==> config.mk <==
export PLATFORM = sky130hd
export DESIGN_NAME = llc_set_admit
export DESIGN_NICKNAME = d
export VERILOG_FILES = /design/src/rtl/llc_set_admit.sv
export SDC_FILE = /design/constraint.sdc
export NUM_CORES = 1
export LEC_CHECK = 0
export CAP_MARGIN = 20
export CORE_MARGIN = 8
export CORE_UTILIZATION = 57
export CTS_CLUSTER_SIZE = 24
export DETAILED_ROUTE_END_ITERATION = 10
export GPL_TIMING_DRIVEN = 0
export PLACE_DENSITY = 0.87
export SLEW_MARGIN = 20
export SYNTH_ARGS = -nofsm -noshare
export SYNTH_HDL_FRONTEND = slang
export SYNTH_SLANG_ARGS = --single-unit
==> constraint.sdc <==
create_clock -name clk -period 2.85 [get_ports clk]
set_input_delay 0.57 -clock clk [delete_from_list [all_inputs] [get_ports clk]]
set_output_delay 0.57 -clock clk [all_outputs]
set_load 0.05 [all_outputs]
==> images/layer_met1.png <==
Cells faint in the background.
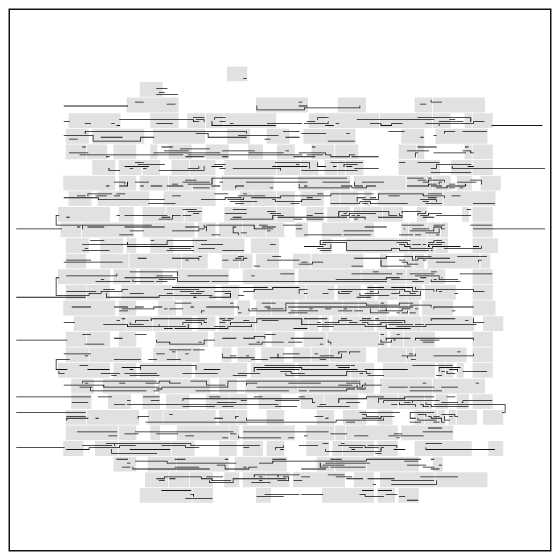
longest straight run: 33.1 um
nets with wire on the layer: 299
share of all routed wire: 43%
wire length on this layer: 3,020 um
DR vias: 2,185
WL final: 6932 um
met1 usage: 0.1941

==> images/layer_met2.png <==
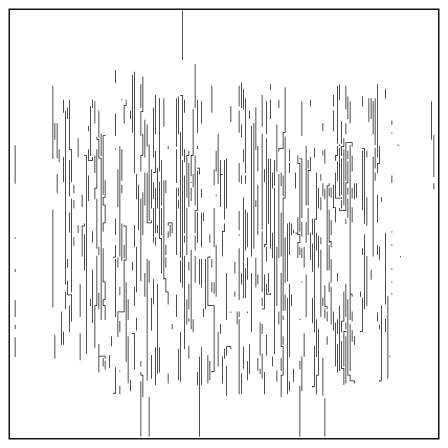
main direction: vertical
wire length on this layer: 3,340 um
share of all routed wire: 48%
nets with wire on the layer: 299
longest straight run: 43.5 um
GRT met2 Usage: 0.2707

==> images/congestion.png <==
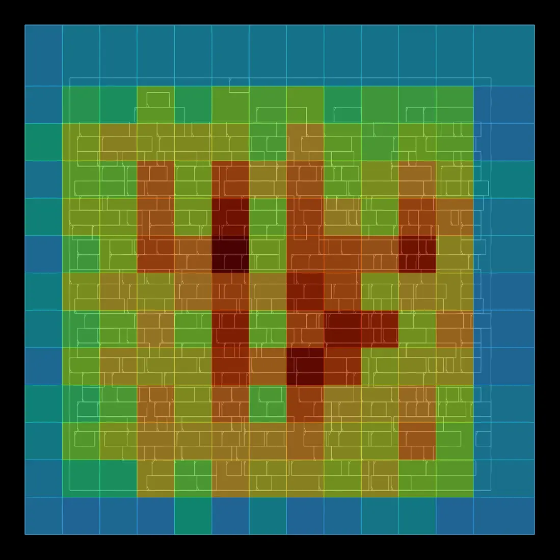
busiest grt layer: met2
grt met3 use: 0.05356
WL/cell: 17.64 um

==> images/cell_density.png <==
Bar = 20 um. The die is cut into 9 by 9 equal tiles; dark blue is low, red is high, 0 to 100% covered.
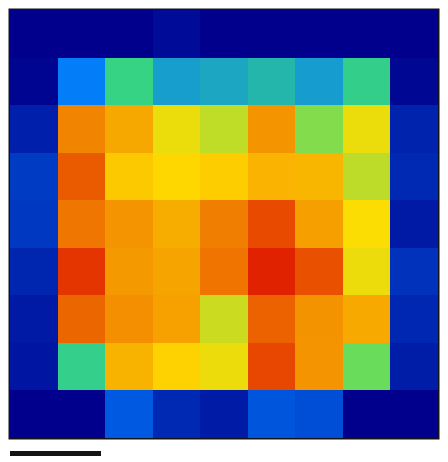
mean over tiles: 47%
densest ninth of the die: center
fullest tile: 96%
Core Area: 0.005921 mm^2
FP Util: 0.5869

==> flow_summary.yaml <==
# physical design summary
run_status:
  outcome: "finished, final reports clean"
timing:
  hold_violations: 0
  fin_crit_ps: 2778
  finalCritPeriodShare: 0.9746
  report.final.slew_viol_count: 0
  worst_pin_slew_ps: 950.0
  maxSlewHeadroom: 0.3643
  layout_setup_ws_ps: 72.38
  finalClockSkew_ps: 8.934
  rsz0062_at_grt: "yes"
  fin_setup_tns_ps: 0
synth:
  top_cells_by_area: "dfrtp_1, mux2_2, xor2_1"
  yosys.area.top_type_share: 0.5113
  edf_count: 0
  synthCells: 264
  ys_sh_aoi: 0.03241
  syn_area_per_cell_um2: 13.16
  ys.flop_type: "dfrtp_1"
  top_cells_by_count: "dfrtp_1, mux2_2, xor2_1"
  muxShareOfSynthArea: 0.1999
  fa_ha_area_frac: 0.009363
  syn-cell-area_mm2: 0.003475
  ys_area_mm2: 0.003475
  yosysUniqueCellTypes: 41
  ys_warn_count: 0
  ys_async_sr_fraction: 1.000
  yosysMostFrequentCell: "dfrtp_1"
  topCombFamilyByArea: "multiplexers"
  ys_ff: 72
  yosys.area.top_type: "dfrtp_1"
  ys_sh_xor: 0.1084
  ys_seq_share: 0.5189
  synthSimpleGateAreaFrac: 0.1015
  yosys_cells: 264
final_layout:
  nonClkBufAreaFrac: 0.1157
  post-route-util: 0.7107
  fin_cells: 393
  flop_area_mm2: 0.001803
  area_growth_pct: 21.10
  largest_register_ffs: 40
  clock_cell_area_share: 0.04282
  logic_area_mm2: 0.001625
  n_antenna_cell: 0
  final_cell_mix: "dfrtp_1, mux2_2, clkdlybuf4s50_1"
  layout-drive-gt1-share: 0.3428
  ff_count: 72
  logic_gates: 176
  comb_share: 0.3863
  fillerInstances: 430
  biggestCellCategory: "sequential cells"
power:
  p_sw_frac: 0.4042
  finalPower_w: 0.005486
  seqPwrFrac: 0.350
  power.group.top: "combinational cells"
  pwr-share-comb: 0.510
  internal_power_w: 0.003269
  p_sw_w: 0.002217
  seq_power_w: 0.00192
  p_clk_w: 0.000769
  p_comb_w: 0.00280
  clockPowerShare: 0.140
  power_density_mw_per_mm2: 1304
  ir_drop_mv: 0.8415
route:
  first_pass_iters: 4
  antenna_left: 0
  met2WireLength_um: 3343
  via_per_inst: 5.560
  drt_iter0_drc: 47
job:
  max_cap_viol_count: 0
  warnings: 27
global_route:
  grt_overflow_total: 0
  grt_pass1_wl_um: 11300
  grt_max_degree: 49
  grt_pass1_vias: 2333
  grt_use_total: 0.1668
  antenna_found_initial: 0
placed_design:
  place_area_mm2: 0.003934
  dp_slack_ps: -240.1
  dp_hpwl_um: 4741
  port_buffers: 34
  dpl.cell_count: 374
  gp_congestion: 0.8529
die:
  io_pins: 35
  dieArea_mm2: 0.008850
  die-width_um: 94.08
  die_h_um: 94.08
  row_count: 28
worst_setup_path:
  crit_path_end_kind: "register"
  ff2ff_path_depth: 11
  critPathLaunchType: "register"
  required_ps: 3090
  cpLargestDelayFamily: "simple AND/OR/NAND/NOR gates"
  cp_slowest_cell: "fa_1"
  cp_cell_sequence: "buf_4 -> xor2_1 -> nor3_1 -> nand4_1 -> and3_1 -> buf_4 -> nand3_4 -> buf_8 -> ha_1 -> fa_1 -> mux2_2"
  worstPathArrival_ps: 3020
  cp_slowest_stage_delay_ps: 420
  crit_buf_inv: 3
  cp_num_cells: 11
  r2r_slack_ps: 70
  crit_top_cell: "buf_4"
  critPathMaxFanout: 10
hold_path:
  hold_path.class: "primary input to async pin"
clock_tree:
  cts_buffer_depth: 2
  cts_hold_buf: 0
  numCtsBuffers: 9
  cts_resized: 11
  cts_tree: "built"
  cts_root_buf: "clkbuf_8"
  cts.sinks: 72
  h-tree-depth: 3
  postCtsSetupBuffers: 0
Power is estimated from default activity; no workload was simulated.
